File: src/rtl/sb_rx_pkg.sv
// Shared defaults for the sideband receive path.
package sb_rx_pkg;
    localparam int SB_WORD_W        = 64;
    localparam int SB_GAP_UI        = 32;
    localparam int SB_RX_FIFO_DEPTH = 4;
endpackage

File: src/rtl/sb_rx_deser_param_if.sv
// Parallel word handshake between the deserializer and the packet decoder.
interface sb_rx_deser_param_if
    import sb_rx_pkg::*;
#(
    parameter int WORD_W = SB_WORD_W
);
    // Valid/ready: a word transfers on every edge where par_vld & par_rdy are both high;
    // par_data holds steady while par_vld is high and no transfer occurs.
    logic [WORD_W-1:0] par_data;
    logic              par_vld;
    logic              par_rdy;

    modport master (output par_data, output par_vld, input par_rdy);
    modport slave  (input par_data, input par_vld, output par_rdy);
endinterface

File: src/rtl/sb_rx_fifo.sv
// Show-ahead FIFO: the head word is always visible on o_rdata; pointers carry one wrap bit.
module sb_rx_fifo
    import sb_rx_pkg::*;
#(
    parameter int WIDTH = SB_WORD_W,
    parameter int DEPTH = SB_RX_FIFO_DEPTH,
    localparam int AW = $clog2(DEPTH),
    localparam int LW = $clog2(DEPTH + 1)
) (
    input  logic             i_clk,
    input  logic             i_rst_n,
    input  logic             i_push,
    input  logic [WIDTH-1:0] i_wdata,
    input  logic             i_pop,
    output logic [WIDTH-1:0] o_rdata,
    output logic             o_full,
    output logic             o_empty,
    output logic [LW-1:0]    o_level
);
    logic [WIDTH-1:0] mem_q [DEPTH];
    logic [WIDTH-1:0] mem_d [DEPTH];
    logic [AW:0]      wr_q, wr_d;
    logic [AW:0]      rd_q, rd_d;
    logic             do_push;
    logic             do_pop;
    logic [AW:0]      used;

    assign o_empty = (wr_q == rd_q);
    assign o_full  = (wr_q[AW] != rd_q[AW]) && (wr_q[AW-1:0] == rd_q[AW-1:0]);
    assign used    = wr_q - rd_q;
    assign o_level = LW'(used);
    assign o_rdata = mem_q[rd_q[AW-1:0]];

    always_comb begin
        do_pop  = i_pop & ~o_empty;
        // A push into a full FIFO is accepted only when the head leaves on the same edge.
        do_push = i_push & (~o_full | do_pop);
        mem_d   = mem_q;
        wr_d    = wr_q;
        rd_d    = rd_q;
        if (do_push) begin
            mem_d[wr_q[AW-1:0]] = i_wdata;
            wr_d                = wr_q + {{AW{1'b0}}, 1'b1};
        end
        if (do_pop) begin
            rd_d = rd_q + {{AW{1'b0}}, 1'b1};
        end
    end

    always_ff @(posedge i_clk or negedge i_rst_n) begin
        if (!i_rst_n) begin
            for (int i = 0; i < DEPTH; i++) begin
                mem_q[i] <= '0;
            end
            wr_q <= '0;
            rd_q <= '0;
        end else begin
            mem_q <= mem_d;
            wr_q  <= wr_d;
            rd_q  <= rd_d;
        end
    end
endmodule

File: src/rtl/sb_rx_deser_param.sv
// Sideband RX deserializer: serial bits -> WORD_W words with bit-order select, gap-based
// fragment discard and overflow reporting, buffered in a show-ahead FIFO.
module sb_rx_deser_param
    import sb_rx_pkg::*;
#(
    parameter int WORD_W      = SB_WORD_W,
    parameter int FIFO_DEPTH  = SB_RX_FIFO_DEPTH,
    parameter int MSB_FIRST   = 1,
    parameter int GAP_TIMEOUT = SB_GAP_UI,
    localparam int LVL_W      = $clog2(FIFO_DEPTH + 1)
) (
    input  logic                  i_clk,
    input  logic                  i_rst_n,
    input  logic                  i_enable,
    input  logic                  i_ser_vld,
    input  logic                  i_ser_data,
    sb_rx_deser_param_if.master   par,
    output logic [LVL_W-1:0]      o_fifo_level,
    output logic                  o_overflow,
    output logic                  o_frag_err
);
    localparam int CNT_W  = $clog2(WORD_W);
    localparam int IDLE_W = $clog2(GAP_TIMEOUT + 1);

    logic [WORD_W-1:0] sr_q, sr_d, sr_next;
    logic [CNT_W-1:0]  bit_cnt_q, bit_cnt_d;
    logic [IDLE_W-1:0] idle_q, idle_d;
    logic              ovf_q, ovf_d;
    logic              frag_q, frag_d;
    logic              acc;
    logic              word_done;
    logic              pop;
    logic              fifo_full;
    logic              fifo_empty;
    logic [WORD_W-1:0] fifo_rdata;

    assign pop          = par.par_vld & par.par_rdy;
    assign par.par_vld  = ~fifo_empty;
    assign par.par_data = fifo_rdata;
    assign o_overflow   = ovf_q;
    assign o_frag_err   = frag_q;

    always_comb begin
        acc       = i_enable & i_ser_vld;
        word_done = acc && (bit_cnt_q == CNT_W'(WORD_W - 1));
        if (MSB_FIRST != 0) begin
            sr_next = {sr_q[WORD_W-2:0], i_ser_data};
        end else begin
            sr_next = {i_ser_data, sr_q[WORD_W-1:1]};
        end
        sr_d      = sr_q;
        bit_cnt_d = bit_cnt_q;
        idle_d    = idle_q;
        frag_d    = 1'b0;
        ovf_d     = word_done & fifo_full & ~pop;
        if (!i_enable) begin
            sr_d      = '0;
            bit_cnt_d = '0;
            idle_d    = '0;
        end else if (acc) begin
            sr_d      = sr_next;
            idle_d    = '0;
            bit_cnt_d = word_done ? '0 : bit_cnt_q + CNT_W'(1);
        end else if (bit_cnt_q != '0) begin
            // This idle cycle is the GAP_TIMEOUT-th in a row: drop the partial word.
            if (idle_q == IDLE_W'(GAP_TIMEOUT - 1)) begin
                sr_d      = '0;
                bit_cnt_d = '0;
                idle_d    = '0;
                frag_d    = 1'b1;
            end else begin
                idle_d = idle_q + IDLE_W'(1);
            end
        end
    end

    always_ff @(posedge i_clk or negedge i_rst_n) begin
        if (!i_rst_n) begin
            sr_q      <= '0;
            bit_cnt_q <= '0;
            idle_q    <= '0;
            ovf_q     <= 1'b0;
            frag_q    <= 1'b0;
        end else begin
            sr_q      <= sr_d;
            bit_cnt_q <= bit_cnt_d;
            idle_q    <= idle_d;
            ovf_q     <= ovf_d;
            frag_q    <= frag_d;
        end
    end

    sb_rx_fifo #(
        .WIDTH (WORD_W),
        .DEPTH (FIFO_DEPTH)
    ) u_fifo (
        .i_clk   (i_clk),
        .i_rst_n (i_rst_n),
        .i_push  (word_done),
        .i_wdata (sr_next),
        .i_pop   (pop),
        .o_rdata (fifo_rdata),
        .o_full  (fifo_full),
        .o_empty (fifo_empty),
        .o_level (o_fifo_level)
    );
endmodule

File: src/flat_wrapper.sv
// flat-port wrapper written by rule: the top's interface ports become plain ports
module sb_rx_deser_param_flat import sb_rx_pkg::*;
#(
    parameter int WORD_W      = SB_WORD_W,
    parameter int FIFO_DEPTH  = SB_RX_FIFO_DEPTH,
    parameter int MSB_FIRST   = 1,
    parameter int GAP_TIMEOUT = SB_GAP_UI,
    localparam int LVL_W      = $clog2(FIFO_DEPTH + 1)
)
  (i_clk, i_rst_n, i_enable, i_ser_vld, i_ser_data, o_fifo_level, o_overflow, o_frag_err, par_par_data, par_par_vld, par_par_rdy);
  sb_rx_deser_param_if #(.WORD_W(WORD_W)) par_i ();
  input  logic i_clk;
  input  logic i_rst_n;
  input  logic i_enable;
  input  logic i_ser_vld;
  input  logic i_ser_data;
  output logic [LVL_W-1:0] o_fifo_level;
  output logic o_overflow;
  output logic o_frag_err;
  output wire logic [$bits(par_i.par_data)-1:0] par_par_data;
  output wire logic [$bits(par_i.par_vld)-1:0] par_par_vld;
  input wire logic [$bits(par_i.par_rdy)-1:0] par_par_rdy;
  assign par_par_data = par_i.par_data;
  assign par_par_vld = par_i.par_vld;
  assign par_i.par_rdy = par_par_rdy;
  sb_rx_deser_param #(.WORD_W(WORD_W), .FIFO_DEPTH(FIFO_DEPTH), .MSB_FIRST(MSB_FIRST), .GAP_TIMEOUT(GAP_TIMEOUT)) u_core (.i_clk(i_clk), .i_rst_n(i_rst_n), .i_enable(i_enable), .i_ser_vld(i_ser_vld), .i_ser_data(i_ser_data), .par(par_i), .o_fifo_level(o_fifo_level), .o_overflow(o_overflow), .o_frag_err(o_frag_err));
endmodule
File: config.mk
export PLATFORM = sky130hd
export DESIGN_NAME = sb_rx_deser_param_flat
export DESIGN_NICKNAME = d
export VERILOG_FILES = /design/src/rtl/sb_rx_pkg.sv /design/src/rtl/sb_rx_deser_param_if.sv /design/src/rtl/sb_rx_fifo.sv /design/src/rtl/sb_rx_deser_param.sv /design/src/flat_wrapper.sv
export SDC_FILE = /design/constraint.sdc
export NUM_CORES = 1
export LEC_CHECK = 0
export CORE_ASPECT_RATIO = 2
export CORE_MARGIN = 2
export CORE_UTILIZATION = 50
export CTS_CLUSTER_DIAMETER = 50
export DETAILED_ROUTE_END_ITERATION = 7
export PLACE_DENSITY = 0.68
export SLEW_MARGIN = 20
export SYNTH_ARGS = -nofsm -noshare
export SYNTH_HDL_FRONTEND = slang
export SYNTH_HIERARCHICAL = 1
export SYNTH_SLANG_ARGS = --single-unit
File: constraint.sdc
create_clock -name i_clk -period 4.1 [get_ports i_clk]
set_input_delay 1.23 -clock i_clk [delete_from_list [all_inputs] [get_ports i_clk]]
set_output_delay 1.23 -clock i_clk [all_outputs]
set_load 0.005 [all_outputs]
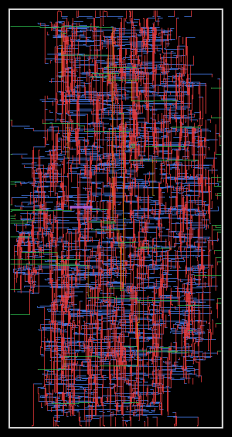
Run 1: metal layers overlaid
colour	layer	wire length
purple	M5	12.0 um
green	M3	959 um
red	M2	15900 um
blue	M1	12500 um
orange	M4	426 um

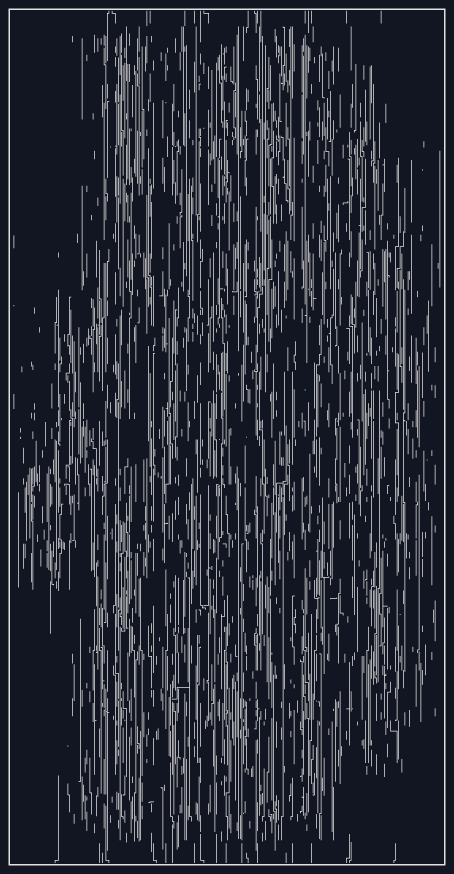
Run 1: met2 routing
nets with wire on the layer	901
longest straight run	105 um
share of all routed wire	53%
met2 Resource Use GR: 35.0%
WL final: 29700 um

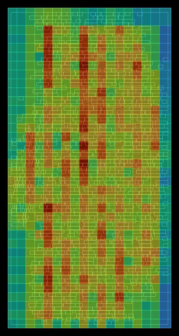
Run 1: routing congestion
fin util: 58.1%
aggregate global-route resource usage: 19.6%
WL/cell: 22.2 um
GR peak layer: met2

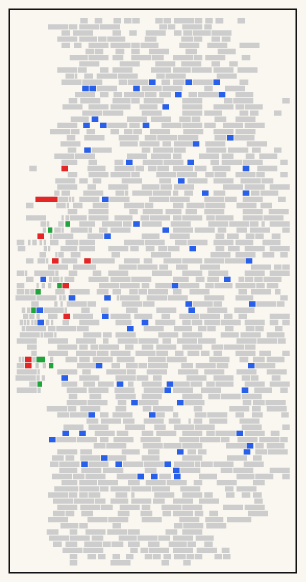
Run 1: gate families picked out
colour	family	cells
green	and/or cells	8
blue	non-inverting ao/oa cells	67
red	xor and xnor cells	9
fin cells: 1340
Commonest Layout Cell: dfrtp_1
Comb/total area: 34.8%

==> impl_metrics.yaml, run 1 <==
# generated from flow reports
global_route:
  grt_pass1_wl_um: 48700
  grt_antenna_before_repair: 1
  grt_max_degree: 96
  grt_overflow: 0
  grt_pass1_vias: 8577
sta:
  fmax_ghz: 0.255
  fin_crit_ns: 3.92
  slew_headroom_pct: 49.6
  period_used_pct: 95.7
  hold_viol_final: 0
  holdWs_ns: 0.492
  finClkSkew_ns: 0.0200
  rsz0062_at_grt: "no"
  setup_violations: 0
  slew_viol_final: 0
finish:
  fillers: 2269
  final_cell_mix: "dfrtp_1, mux2_2, mux2_4"
  stdcell_area_um2: 17100
  largest_register_ffs: 256
  dominant-cell-class: "registers"
  flop_area_um2: 8490
  syn_to_final_growth_pct: 14.6
  inv_count: 10
  clockBufferCount: 44
  logic_area_um2: 5950
  logic_gates: 476
  drive_gt1_share_pct: 41.4
  clockNetworkAreaShare_pct: 5.97
power_and_ir_drop:
  leakage_nw: 8.43
  seq_power_w: 0.00352
  pwr-share-comb_pct: 12.5
  p_int_w: 0.00548
  p_per_area_nw_per_um2: 430
  swShare_pct: 25.3
  comb_power_w: 0.000920
synth:
  netlist_area_um2: 14900
  ys_sh_mux_pct: 31.5
  synthSimpleGateAreaFrac_pct: 1.53
  ys_chip_area_um2: 14900
  ys_cells: 879
  ys_seq_share_pct: 56.9
  avgSynthCellArea_um2: 17.0
  logic_family: "multiplexers"
  ys_warn_count: 6
  synthAoiAreaFrac_pct: 5.24
  ys_ff: 339
detailed_routing:
  drt_iter0_markers: 431
  met1_length_um: 12500
  wl_met3_um: 958
  routed.top_layer: "met5"
  via_count: 7796
  ant_nets: 0
  viasPerCell: 5.82
die:
  die_area_um2: 31300
  n_tap_cell: 364
  io_pins: 76
status:
  run_status: "completed"
hold_path:
  holdCritStartpoint: "u_core/u_fifo/mem_q[11]$_DFFE_PN0P_"
  min_to: "u_core/u_fifo/mem_q[11]$_DFFE_PN0P_"
  hold_class: "flop to flop"
worst_setup_path:
  endpoint_kind: "output port"
  cp.arrival_ns: 2.69
  crit_start: "u_core/u_fifo/rd_q[0]$_DFFE_PN0P_"
  cp_max_fo: 25
  crit_type: "flop to output port"
  crit_path_start_kind: "flop"
  rrSetupSlack_ns: 0.90
  required_ns: 2.87
  reg2reg_from: "u_core/u_fifo/rd_q[0]$_DFFE_PN0P_"
clocking:
  cts_tree: "done"
  ctsHoldBuffers: 0
  clock_sinks: 339
  clk_pin_slew_worst_paths_ns: 0.06
  cts_buffer_depth: 3
  post_cts_resized: 0
  post_cts_buffers: 0
  h-tree-depth: 1
  cts_buffers: 30
  root_buffer: "clkbuf_16"
place:
  hpwl_um: 17500
  dp_cells: 1288
  place_area_um2: 16100
job:
  warnings: 31
==> run 1: cell usage after synthesis <==
library cell / count / share of area [%]
a22o_1: 64 / 3.8
o2bb2ai_1: 1 / 0.059
a21boi_0: 1 / 0.050
a41oi_1: 1 / 0.059
clkbuf_1: 14 / 0.35
nor2b_1: 2 / 0.084
mux2_4: 90 / 9.1
or3b_4: 1 / 0.076
mux2i_1: 1 / 0.067
nand3b_2: 1 / 0.076
o311ai_0: 1 / 0.059
nor4_2: 1 / 0.084
and3_1: 2 / 0.084
a21oi_1: 7 / 0.24
nand2_1: 12 / 0.30
nor2_1: 7 / 0.18
buf_2: 8 / 0.27
o211ai_4: 3 / 0.43
xor2_1: 2 / 0.12
nor4b_1: 1 / 0.059
a31o_2: 1 / 0.059
buf_6: 30 / 2.3
nand2b_1: 1 / 0.042
o31ai_1: 1 / 0.050
o21a_1: 2 / 0.10
dfrtp_1: 339 / 57
nor3_1: 2 / 0.067
nand3b_1: 2 / 0.10
xnor2_4: 1 / 0.18
fa_1: 1 / 0.13
or3_1: 2 / 0.084
mux4_2: 64 / 9.7
xnor2_1: 6 / 0.35
o21ai_4: 1 / 0.11
mux2_2: 163 / 12
inv_1: 10 / 0.25
ha_1: 10 / 0.84
nand3_1: 5 / 0.17
and2_1: 3 / 0.13
mux2_1: 5 / 0.38
buf_1: 2 / 0.050
o21ai_0: 8 / 0.27
==> run 1: worst max-delay path, stage by stage, from the launching register on <==
cell and delay (ns):
dfrtp_4 0.76, buf_4 0.34, mux4_2 0.56, clkdlybuf4s50_1 0.47
==> run 1: layer usage <==
metal | up-vias | track usage (%)
met5 | - | 0
met4 | 2 | 4.95
met3 | 31 | 2.36
met2 | 122 | 35.0
met1 | 4208 | 25.5
li1 | 3433 | -
Run 1, cell density map:
13 x 25 tiles, from white (low) to dark blue (high), 0 to 100% covered.
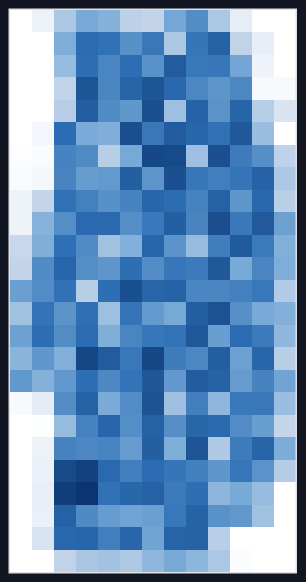

==> run 2, diff against run 1 <==
--- a/config.mk
+++ b/config.mk
@@ -8,9 +8,10 @@
 export CORE_ASPECT_RATIO = 2
 export CORE_MARGIN = 2
 export CORE_UTILIZATION = 50
+export CTS_BUF_LIST = sky130_fd_sc_hd__clkbuf_8
 export CTS_CLUSTER_DIAMETER = 50
 export DETAILED_ROUTE_END_ITERATION = 7
-export PLACE_DENSITY = 0.68
+export PLACE_DENSITY = 0.77
 export SLEW_MARGIN = 20
 export SYNTH_ARGS = -nofsm -noshare
 export SYNTH_HDL_FRONTEND = slang
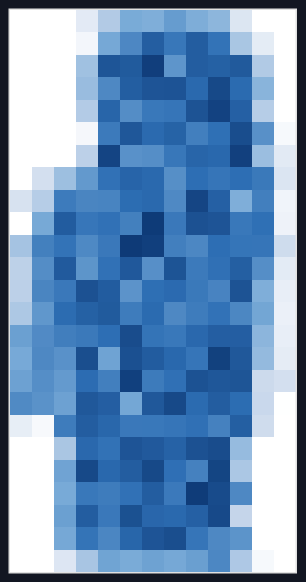
Run 2: cell density map
13 x 25 tiles, from white (low) to dark blue (high), 0 to 100% covered.
emptiest ninth of the die	top left
mean over tiles	53%
tiles over 75% full	31%
nearly empty tiles	17%
fullest tile	96%

==> run 2 against run 1 <==
Synthesized cell count stayed put. Final cell count is 2.8% higher. Clock power is 2% lower. Utilization is 0.15 points higher. Clock skew is 0.0029 ns lower. Wire length is 0.52% lower. Register-to-register slack better by 0.04 ns. Die size stayed put.
==> impl_metrics.yaml, run 2 <==
# generated from flow reports
status:
  run_status: "completed"
sta:
  setup_violations: 0
  fmax_ghz: 0.256
  slew_headroom_pct: 53.7
  period_used_pct: 95.4
  finClkSkew_ns: 0.0171
  slew_viol_final: 0
  rsz0062_at_grt: "no"
  fin_crit_ns: 3.91
  holdWs_ns: 0.490
  hold_viol_final: 0
hold_path:
  hold_class: "flop to flop"
finish:
  stdcell_area_um2: 17100
  largest_register_ffs: 256
  stdcell_count: 1377
  fillers: 2284
  lay_top_count: "dfrtp_1"
  syn_to_final_growth_pct: 14.9
synth:
  avgSynthCellArea_um2: 17.0
  flop_cell: "dfrtp_1"
  logic_family: "multiplexers"
  ys_chip_area_um2: 14900
  ys_cells: 879
  synth_top_cell_by_area: "dfrtp_1"
  synthTopCellsByCount: "dfrtp_1, mux2_2, mux2_4, a22o_1, mux4_2"
  synthTopCellsByArea: "dfrtp_1, mux2_2, mux4_2"
  netlist_area_um2: 14900
  ys_warn_count: 6
  yosysTopAreaCellShare_pct: 56.9
  synth-edff-count: 0
  ys_sh_mux_pct: 31.5
  ys_ff: 339
  synthAoiAreaFrac_pct: 5.24
worst_setup_path:
  cp_max_fo: 21
  cp.arrival_ns: 2.68
  path_cells: "buf_4, mux4_2, clkdlybuf4s50_1"
  crit_type: "flop to output port"
  crit_buf_inv: 2
  crit_path_start_kind: "flop"
  cpLargestDelayFamily: "buffers and inverters"
  endpoint_kind: "output port"
  cp_slowest_stage_delay_ns: 0.73
die:
  io_pins: 76
  die_area_um2: 31300
detailed_routing:
  ant_nets: 0
  viasPerCell: 5.80
  routed_wl_um: 29600
  via_count: 7989
  drt_iter0_markers: 490
  wire_per_inst_um: 21.5
power_and_ir_drop:
  leakage_nw: 8.52
  p_per_area_nw_per_um2: 427
clocking:
  clk_pin_slew_worst_paths_ns: 0.06
  clock_sinks: 339
  cts_buffer_depth: 3
  h-tree-depth: 2
  ctsHoldBuffers: 0
  cts_buffers: 47
  post_cts_resized: 0
  root_buffer: "clkbuf_8"
  post_cts_buffers: 0
global_route:
  grt_pass1_vias: 8936
  grt_util_all_layers_pct: 19.5
  grt_antenna_before_repair: 2
place:
  dp_cells: 1290
  place_area_um2: 16100
==> run 2: cell counts after synthesis <==
No cell type changed its count.
==> run 2: final timing paths <==
| check | from | end | slack (ns) | depth (start not counted) |
|---|---|---|---|---|
| setup reg to reg | u_core/u_fifo/rd_q[0]$_DFFE_PN0P_ | u_core/u_fifo/mem_q[197]$_DFFE_PN0P_ | 0.94 | 8 |
| setup / recovery | u_core/u_fifo/rd_q[0]$_DFFE_PN0P_ | par_par_data[31] | 0.19 | 3 |
| hold / removal | u_core/u_fifo/mem_q[9]$_DFFE_PN0P_ | u_core/u_fifo/mem_q[9]$_DFFE_PN0P_ | 0.49 | 1 |
| min in group asynchronous | i_rst_n | u_core/u_fifo/mem_q[17]$_DFFE_PN0P_ | 0.68 | 1 |
| hold reg to reg | u_core/u_fifo/mem_q[9]$_DFFE_PN0P_ | u_core/u_fifo/mem_q[9]$_DFFE_PN0P_ | 0.49 | 1 |
| max in group asynchronous | i_rst_n | u_core/u_fifo/mem_q[172]$_DFFE_PN0P_ | 2.66 | 2 |
==> run 2: routing by layer <==
metal	GRT usage, %	share of wire [%]	vias to the layer above
li1	-	-	3480
met1	25.4	41	4330
met2	34.4	54	138
met3	2.51	2.7	39
met4	5.95	1.9	2
met5	0	0.054	-
==> run 2: area by class of cell <==
class | instances | area (um^2) | share of cell area, %
antenna | 1 | 2.50 | 0.0146
clock buffer | 69 | 950 | 5.54
clock inverter | 17 | 121 | 0.708
inverter | 10 | 37.5 | 0.219
multi-input combinational | 476 | 5950 | 34.7
sequential | 339 | 8490 | 49.6
tap | 364 | 455 | 2.66
timing repair buffer | 101 | 1130 | 6.57
==> run 2: power by group <==
part	internal [W]	total, W	switching, W
logic	0.000446	0.000957	0.000511
clock network	0.00161	0.00284	0.00123
registers	0.00337	0.00351	0.000141
Power and IR drop assume default switching activity.
